[src/rtl/hack_soc_pkg.sv]
`default_nettype none
// +----------------------------------------------------------------------+
// | hack_soc_pkg                                                         |
// | Shared byte width and ROM feeder state encoding.                     |
// | Revision: 1.0                                                        |
// +----------------------------------------------------------------------+
package hack_soc_pkg;

    localparam int BYTE_WIDTH = 8;

    typedef enum logic [2:0] {
        ST_IDLE     = 3'd0,
        ST_LRESET   = 3'd1,
        ST_BYTE_HI  = 3'd2,
        ST_BYTE_LO  = 3'd3,
        ST_LOAD     = 3'd4,
        ST_WAIT_ACK = 3'd5,
        ST_DONE     = 3'd6
    } feeder_state_t;

endpackage
`default_nettype wire

[src/rtl/byte_to_word_packer.sv]
`default_nettype none
// +----------------------------------------------------------------------+
// | byte_to_word_packer                                                  |
// | Two-byte big-endian word assembler; the word updates only once both  |
// | bytes are in, so an abandoned high byte never reaches the output.    |
// | Revision: 1.0                                                        |
// +----------------------------------------------------------------------+
module byte_to_word_packer
    import hack_soc_pkg::*;
#(
    parameter int DATA_WIDTH = 16
) (
    input  logic                  clk,
    input  logic                  reset,
    input  logic                  take,
    input  logic                  low_phase,
    input  logic [BYTE_WIDTH-1:0] byte_data,
    output logic [DATA_WIDTH-1:0] word
);

    logic [BYTE_WIDTH-1:0] r_hi;
    logic [DATA_WIDTH-1:0] r_word;

    always_ff @(posedge clk or negedge reset) begin
        if (!reset) begin
            r_hi   <= '0;
            r_word <= '0;
        end else if (take) begin
            if (low_phase) begin
                r_word <= {r_hi, byte_data};
            end else begin
                r_hi <= byte_data;
            end
        end
    end

    assign word = r_word;

endmodule
`default_nettype wire

[src/rtl/serial_rom_feeder.sv]
`default_nettype none
// +----------------------------------------------------------------------+
// | serial_rom_feeder                                                    |
// | Packs a byte stream into 16-bit words and hands them one at a time   |
// | to a ROM stream loader, counting acknowledged words.                 |
// | Revision: 1.0                                                        |
// +----------------------------------------------------------------------+
module serial_rom_feeder
    import hack_soc_pkg::*;
#(
    parameter int DATA_WIDTH   = 16,
    parameter int COUNT_WIDTH  = 16,
    parameter int RESET_CYCLES = 2
) (
    input  logic                   clk,
    input  logic                   reset,
    input  logic                   run,
    input  logic [COUNT_WIDTH-1:0] word_count,
    input  logic                   byte_valid,
    input  logic [BYTE_WIDTH-1:0]  byte_data,
    output logic                   byte_ready,
    output logic                   rom_loader_reset,
    output logic                   rom_loader_load,
    output logic [DATA_WIDTH-1:0]  rom_loader_data,
    input  logic                   rom_loader_load_received,
    input  logic                   rom_loader_ack,
    output logic                   busy,
    output logic                   done_loading,
    output logic [COUNT_WIDTH-1:0] words_loaded
);

    localparam int                c_RST_W    = $clog2(RESET_CYCLES + 1);
    localparam logic [c_RST_W-1:0] c_RST_LAST = c_RST_W'(RESET_CYCLES - 1);

    feeder_state_t          r_state;
    feeder_state_t          w_next_state;
    logic [COUNT_WIDTH-1:0] r_count;
    logic [COUNT_WIDTH-1:0] r_words;
    logic [COUNT_WIDTH-1:0] w_words_inc;
    logic [c_RST_W-1:0]     r_rst_cnt;
    logic                   w_take;
    logic                   w_count_word;
    logic                   r_byte_ready;
    logic                   r_loader_reset;
    logic                   r_loader_load;
    logic                   r_busy;
    logic                   r_done;

    assign w_take      = byte_valid && r_byte_ready && run;
    assign w_words_inc = (r_words == '1) ? r_words : r_words + 1'b1;

    always_ff @(posedge clk or negedge reset) begin
        if (!reset) begin
            r_state <= ST_IDLE;
        end else begin
            r_state <= w_next_state;
        end
    end

    // Dropping run aborts every busy state ahead of any other transition.
    always_comb begin
        w_next_state = r_state;
        w_count_word = 1'b0;
        case (r_state)
            ST_IDLE: begin
                if (run) w_next_state = ST_LRESET;
            end
            ST_LRESET: begin
                if (!run) begin
                    w_next_state = ST_IDLE;
                end else if (r_rst_cnt == c_RST_LAST) begin
                    w_next_state = (r_count == '0) ? ST_DONE : ST_BYTE_HI;
                end
            end
            ST_BYTE_HI: begin
                if (!run)        w_next_state = ST_IDLE;
                else if (w_take) w_next_state = ST_BYTE_LO;
            end
            ST_BYTE_LO: begin
                if (!run)        w_next_state = ST_IDLE;
                else if (w_take) w_next_state = ST_LOAD;
            end
            ST_LOAD: begin
                if (!run) begin
                    w_next_state = ST_IDLE;
                end else if (rom_loader_load_received) begin
                    if (rom_loader_ack) begin
                        w_count_word = 1'b1;
                        w_next_state = (w_words_inc == r_count) ? ST_DONE : ST_BYTE_HI;
                    end else begin
                        w_next_state = ST_WAIT_ACK;
                    end
                end
            end
            ST_WAIT_ACK: begin
                if (!run) begin
                    w_next_state = ST_IDLE;
                end else if (rom_loader_ack) begin
                    w_count_word = 1'b1;
                    w_next_state = (w_words_inc == r_count) ? ST_DONE : ST_BYTE_HI;
                end
            end
            ST_DONE: begin
                if (!run) w_next_state = ST_IDLE;
            end
            default: w_next_state = ST_IDLE;
        endcase
    end

    // Outputs are registered from the next state so they line up with r_state.
    always_ff @(posedge clk or negedge reset) begin
        if (!reset) begin
            r_count        <= '0;
            r_words        <= '0;
            r_rst_cnt      <= '0;
            r_byte_ready   <= 1'b0;
            r_loader_reset <= 1'b0;
            r_loader_load  <= 1'b0;
            r_busy         <= 1'b0;
            r_done         <= 1'b0;
        end else begin
            if (r_state == ST_IDLE && run) begin
                r_count <= word_count;
                r_words <= '0;
            end else if (w_count_word) begin
                r_words <= w_words_inc;
            end

            if (r_state == ST_LRESET) begin
                r_rst_cnt <= r_rst_cnt + c_RST_W'(1);
            end else begin
                r_rst_cnt <= '0;
            end

            r_byte_ready   <= (w_next_state == ST_BYTE_HI) || (w_next_state == ST_BYTE_LO);
            r_loader_reset <= (w_next_state == ST_LRESET);
            r_loader_load  <= (w_next_state == ST_LOAD);
            r_busy         <= (w_next_state != ST_IDLE) && (w_next_state != ST_DONE);
            r_done         <= (w_next_state == ST_DONE);
        end
    end

    byte_to_word_packer #(
        .DATA_WIDTH (DATA_WIDTH)
    ) u_packer (
        .clk       (clk),
        .reset     (reset),
        .take      (w_take),
        .low_phase (r_state == ST_BYTE_LO),
        .byte_data (byte_data),
        .word      (rom_loader_data)
    );

    assign byte_ready       = r_byte_ready;
    assign rom_loader_reset = r_loader_reset;
    assign rom_loader_load  = r_loader_load;
    assign busy             = r_busy;
    assign done_loading     = r_done;
    assign words_loaded     = r_words;

endmodule
`default_nettype wire
[config.mk]
export PLATFORM = sky130hd
export DESIGN_NAME = serial_rom_feeder
export DESIGN_NICKNAME = d
export VERILOG_FILES = /design/src/rtl/hack_soc_pkg.sv /design/src/rtl/byte_to_word_packer.sv /design/src/rtl/serial_rom_feeder.sv
export SDC_FILE = /design/constraint.sdc
export NUM_CORES = 1
export LEC_CHECK = 0
export CAP_MARGIN = 10
export CORE_MARGIN = 5
export CORE_UTILIZATION = 35
export DETAILED_ROUTE_END_ITERATION = 8
export PLACE_DENSITY = 0.68
export SLEW_MARGIN = 10
export SYNTH_ARGS = -nofsm -noshare
export SYNTH_HDL_FRONTEND = slang
export SYNTH_HIERARCHICAL = 1
export SYNTH_SLANG_ARGS = --single-unit
export TNS_END_PERCENT = 30
[constraint.sdc]
create_clock -name clk -period 3.1 [get_ports clk]
set_clock_uncertainty 0.1 [all_clocks]
set_input_delay 0.93 -clock clk [delete_from_list [all_inputs] [get_ports clk]]
set_output_delay 0.93 -clock clk [all_outputs]
set_load 0.02 [all_outputs]
==> run_1/clock_map.png <==
Scale bar: 20 um.
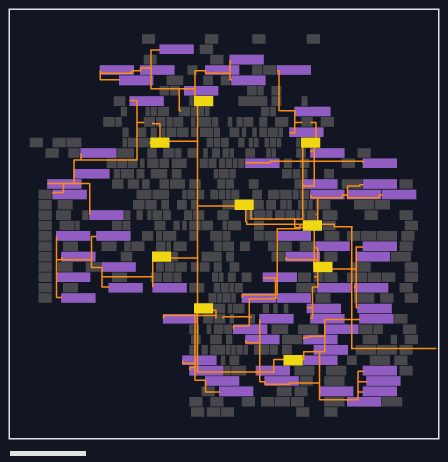
- clock wires: orange (length 920 um)
- cells driving clock nets: yellow (count 9)
- flip-flops: purple (count 66)
- routed clock nets: 10

==> run_1/final_placement.png <==
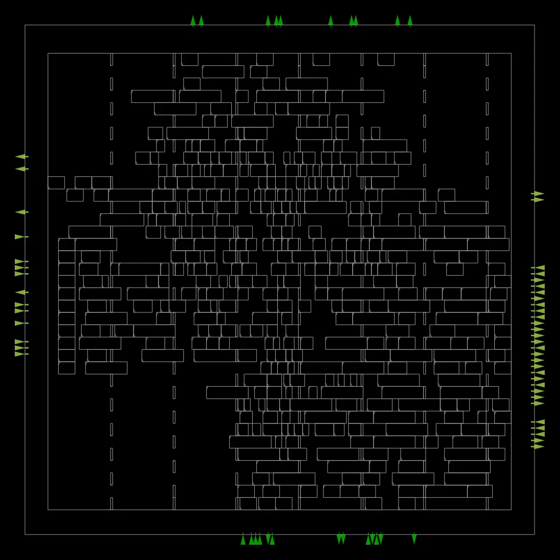
num sequential: 66
core area: 10300 um2
FP Rows: 37

==> flow_summary.json, run 1 <==
{
  "status": "completed",
  "overflow": 0,
  "synth_cell_type_count": 56,
  "max_freq_mhz": 335,
  "track_usage": 0.153,
  "die_area_um2": 12600,
  "crit_start": "words_loaded[3]",
  "lay_top_count": "clkdlybuf4s50_1",
  "avgViaCountPerCell": 5.43,
  "edf_count": 0,
  "critPathKind": "reg -> reg",
  "hold_slack_ns": 0.278,
  "h-tree-depth": 3,
  "fin_util": 0.466,
  "cp-start-kind": "flop",
  "maxCapViolCount": 0,
  "synthCells": 338,
  "cts_setup_buffers": 0,
  "grt_pass1_wl_um": 15700,
  "num_io_pins": 67,
  "reg2reg_to": "busy",
  "synth_area_um2": 3660,
  "ant_nets": 0,
  "async_flop_share": 1.00,
  "p_seq_frac": 0.488
}
==> run_1/metal_stack.png <==
Only two layers are drawn.
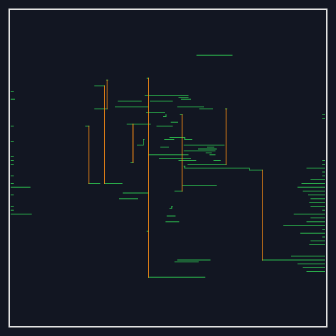
- met4: orange (wire length 229 um)
- met3: green (wire length 530 um)
final WL: 9550 um
Via Count: 3079
routed length per instance: 16.8 um

==> run_1/pdn.png <==
Scale bar: 20 um. Pins as bars on the die edge.
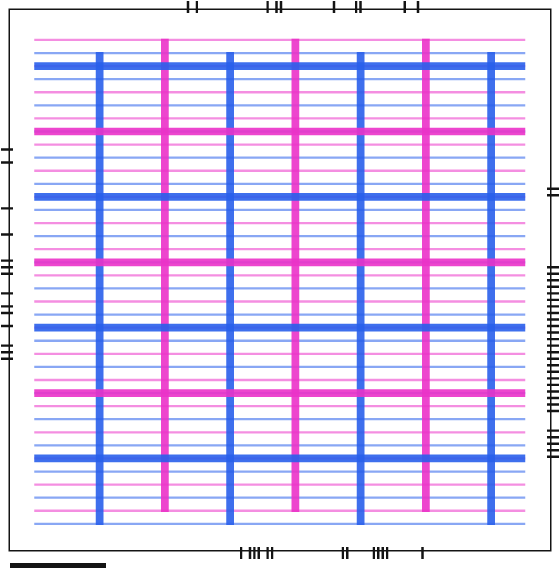
- VSS: blue
- VDD: magenta
- rows: 37
- met5 straps: 7
- signal pins: 67
- met1 rails: 38
- met4 straps: 7
Die Wd: 112 um
overall die height: 112 um
Peak VDD IR: 0.224 mV

==> run 1: state kept, by name, indices dropped and copies added (netlist names) <==
name,count
words_loaded,16
u_packer/r_hi,8
u_packer/word,16
r_count,16
rom_loader_reset,1
rom_loader_load,1
busy,1
byte_ready,1
r_state,3
r_rst_cnt,2
done_loading,1
==> run 1: final cells by class <==
type | count | area (um2) | area share
Sequential cell | 66 | 1660 | 0.345
Timing Repair Buffer | 100 | 911 | 0.190
Tap cell | 136 | 170 | 0.0355
Clock inverter | 7 | 60.1 | 0.0125
Clock buffer | 9 | 124 | 0.0258
Inverter | 10 | 37.5 | 0.00783
Multi-Input combinational cell | 239 | 1830 | 0.383
==> run 1: worst min-delay path by stage <==
stage                  from               end  slack [ns]  cells after the start
3_3_place_gp   r_rst_cnt[0]      r_rst_cnt[0]        0.33                      1
2_1_floorplan  r_rst_cnt[0]      r_rst_cnt[0]        0.31                      1
6_report              reset  u_packer/word[5]        0.28                      1
5_1_grt               reset  u_packer/r_hi[5]        0.27                      1
3_5_place_dp   r_rst_cnt[0]      r_rst_cnt[0]        0.34                      1
4_1_cts               reset  u_packer/r_hi[5]        0.27                      1
==> run 1: worst max-delay path, cell delays in order (launching register included) <==
cell,delay [ns]
dfrtp_1,0.51
nand4_1,0.20
nor4_1,0.33
buf_4,0.18
xnor2_1,0.15
mux2i_1,0.11
or4_1,0.54
or4_1,0.56
and3_1,0.19
==> run 1: logic make-up after synthesis <==
group                      share of synthesized area
adders and majority gates                    0.00683
muxes                                          0.164
xor gates and xnor gates                      0.0359
DFF                                            0.451
and+or+nand+nor                                0.181
AOI/OAI and AO/OA                              0.112
buffers and inverters                         0.0502
==> run 1: routing by layer <==
layer	vias to the layer above	wire length (um)
met5	-	0
met3	20	530
met4	0	228
met2	132	4390
li1	1425	-
met1	1502	4410
==> run 1 -> run 2 <==
CORE_UTILIZATION = 48   (was 35)
PLACE_DENSITY = 0.86   (was 0.68)
==> run_2/clock_map.png <==
Scale bar: 20 um.
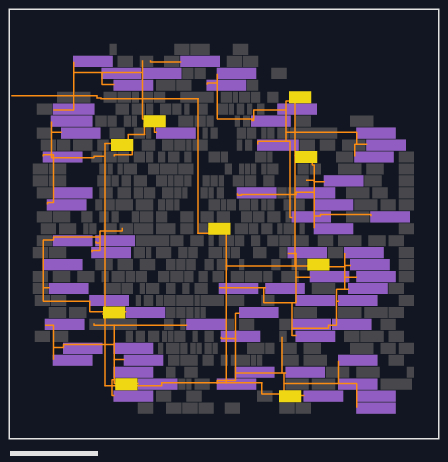
- cells driving clock nets: yellow (count 9)
- flip-flops: purple (count 66)
- clock wires: orange (length 847 um)
- flops lie: spread over the die

==> run_2/final_placement.png <==
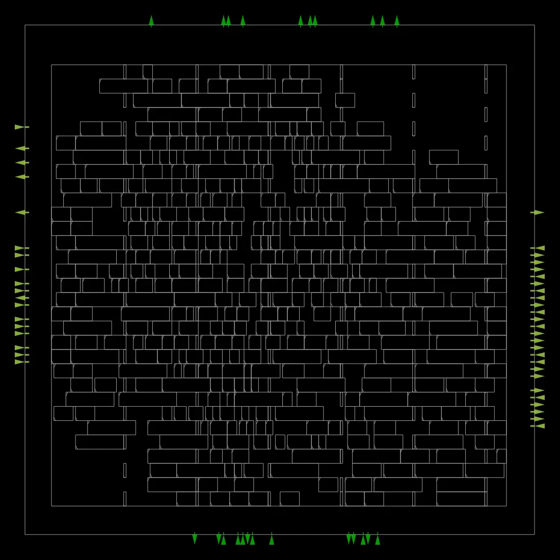
fin cells: 530
core area: 7330 um2
sequential portion of the cell area: 0.343

==> flow_summary.json, run 2 <==
{
  "wl_per_cell_um": 17.8,
  "vias": 3110,
  "num_io_pins": 67,
  "h-tree-depth": 3,
  "mux_area_frac": 0.164,
  "critPathKind": "reg -> reg",
  "fin_util": 0.657,
  "die_area_um2": 9480,
  "common_cells": "dfrtp_1 (66), nand2_1 (26), mux2_2 (23)",
  "synthCells": 338,
  "worst_hold_path.num_cells": 1,
  "die_w_um": 97.4,
  "track_usage": 0.201,
  "status": "completed",
  "synthAoiAreaFrac": 0.112,
  "lay_top_count": "clkdlybuf4s50_1",
  "cts_setup_buffers": 0,
  "max_freq_mhz": 335,
  "synth_area_um2": 3660,
  "ant_nets": 0,
  "synth.cellmix.adderShare": 0.00683,
  "overflow": 0,
  "synth_cell_type_count": 56,
  "top_logic_kind": "simple AND/OR/NAND/NOR gates",
  "peakVddDrop_mv": 0.342,
  "grt_pass1_wl_um": 15300,
  "synthXorXnorAreaFrac": 0.0359,
  "maxCapViolCount": 0,
  "fin_area_um2": 4820,
  "avgViaCountPerCell": 5.87,
  "max_slew_margin": 0.627,
  "cp-start-kind": "flop",
  "ys_sh_simple": 0.181,
  "die_height_um": 97.4,
  "hold_slack_ns": 0.348,
  "async_flop_share": 1.00,
  "rows": 31,
  "drt_wl_total_um": 9450,
  "edf_count": 0
}
[run 2: kinds of logic after synthesis]
kind of cell / count (synthesis)
AND/OR/NAND/NOR: 113
flip-flops: 66
AND-OR/OR-AND: 61
adder cells (fa/ha/maj): 2
XOR/XNOR: 15
buffers and inverters: 33
multiplexers: 48
[run 2: final cells by class]
cell class | count | area [um2]
fillers | 573 | 2510
multi-input cells | 239 | 1860
flip-flops and latches | 66 | 1660
repair buffers | 100 | 923
clock buffers | 9 | 124
well taps | 99 | 124
clock inverters | 7 | 100
inverters | 10 | 37.5
[run 2: stage by stage]
step | std cells | setup slack [ns]
after floorplan | 338 | 0.0468
after global placement | 512 | 0.180
after detailed placement | 512 | 0.128
after CTS | 528 | 0.142
after global routing | 530 | -0.00576
final | 530 | 0.114
[run 2: power breakdown]
group          switching, mW  total (mW)  internal, mW  leakage, nW
registers              0.138        1.16          1.02        0.859
logic                  0.219       0.538         0.319         1.12
clock network          0.351       0.810         0.459        0.114
[run 2: final timing paths]
kind	end	startpoint
setup / recovery	busy	words_loaded[5]
hold / removal	r_rst_cnt[0]	r_rst_cnt[0]
setup reg to reg	busy	words_loaded[5]
hold reg to reg	r_rst_cnt[0]	r_rst_cnt[0]
max in group asynchronous	words_loaded[1]	reset
min in group asynchronous	u_packer/word[10]	reset
[run 2: routing by layer]
layer	part of all wire	vias to the layer above
li1	-	1428
met1	0.42	1514
met2	0.49	141
met3	0.057	27
met4	0.030	0
met5	0	-
[run 2: worst max-delay path, stage by stage (launching register included)]
cell	delay [ns]
dfrtp_2	0.40
nand4_1	0.25
or4_4	0.63
mux2i_1	0.16
xnor2_1	0.12
or4_1	0.48
or4_1	0.55
and3_1	0.18
Power figures rest on the tool's default switching activity, not on a simulated workload.
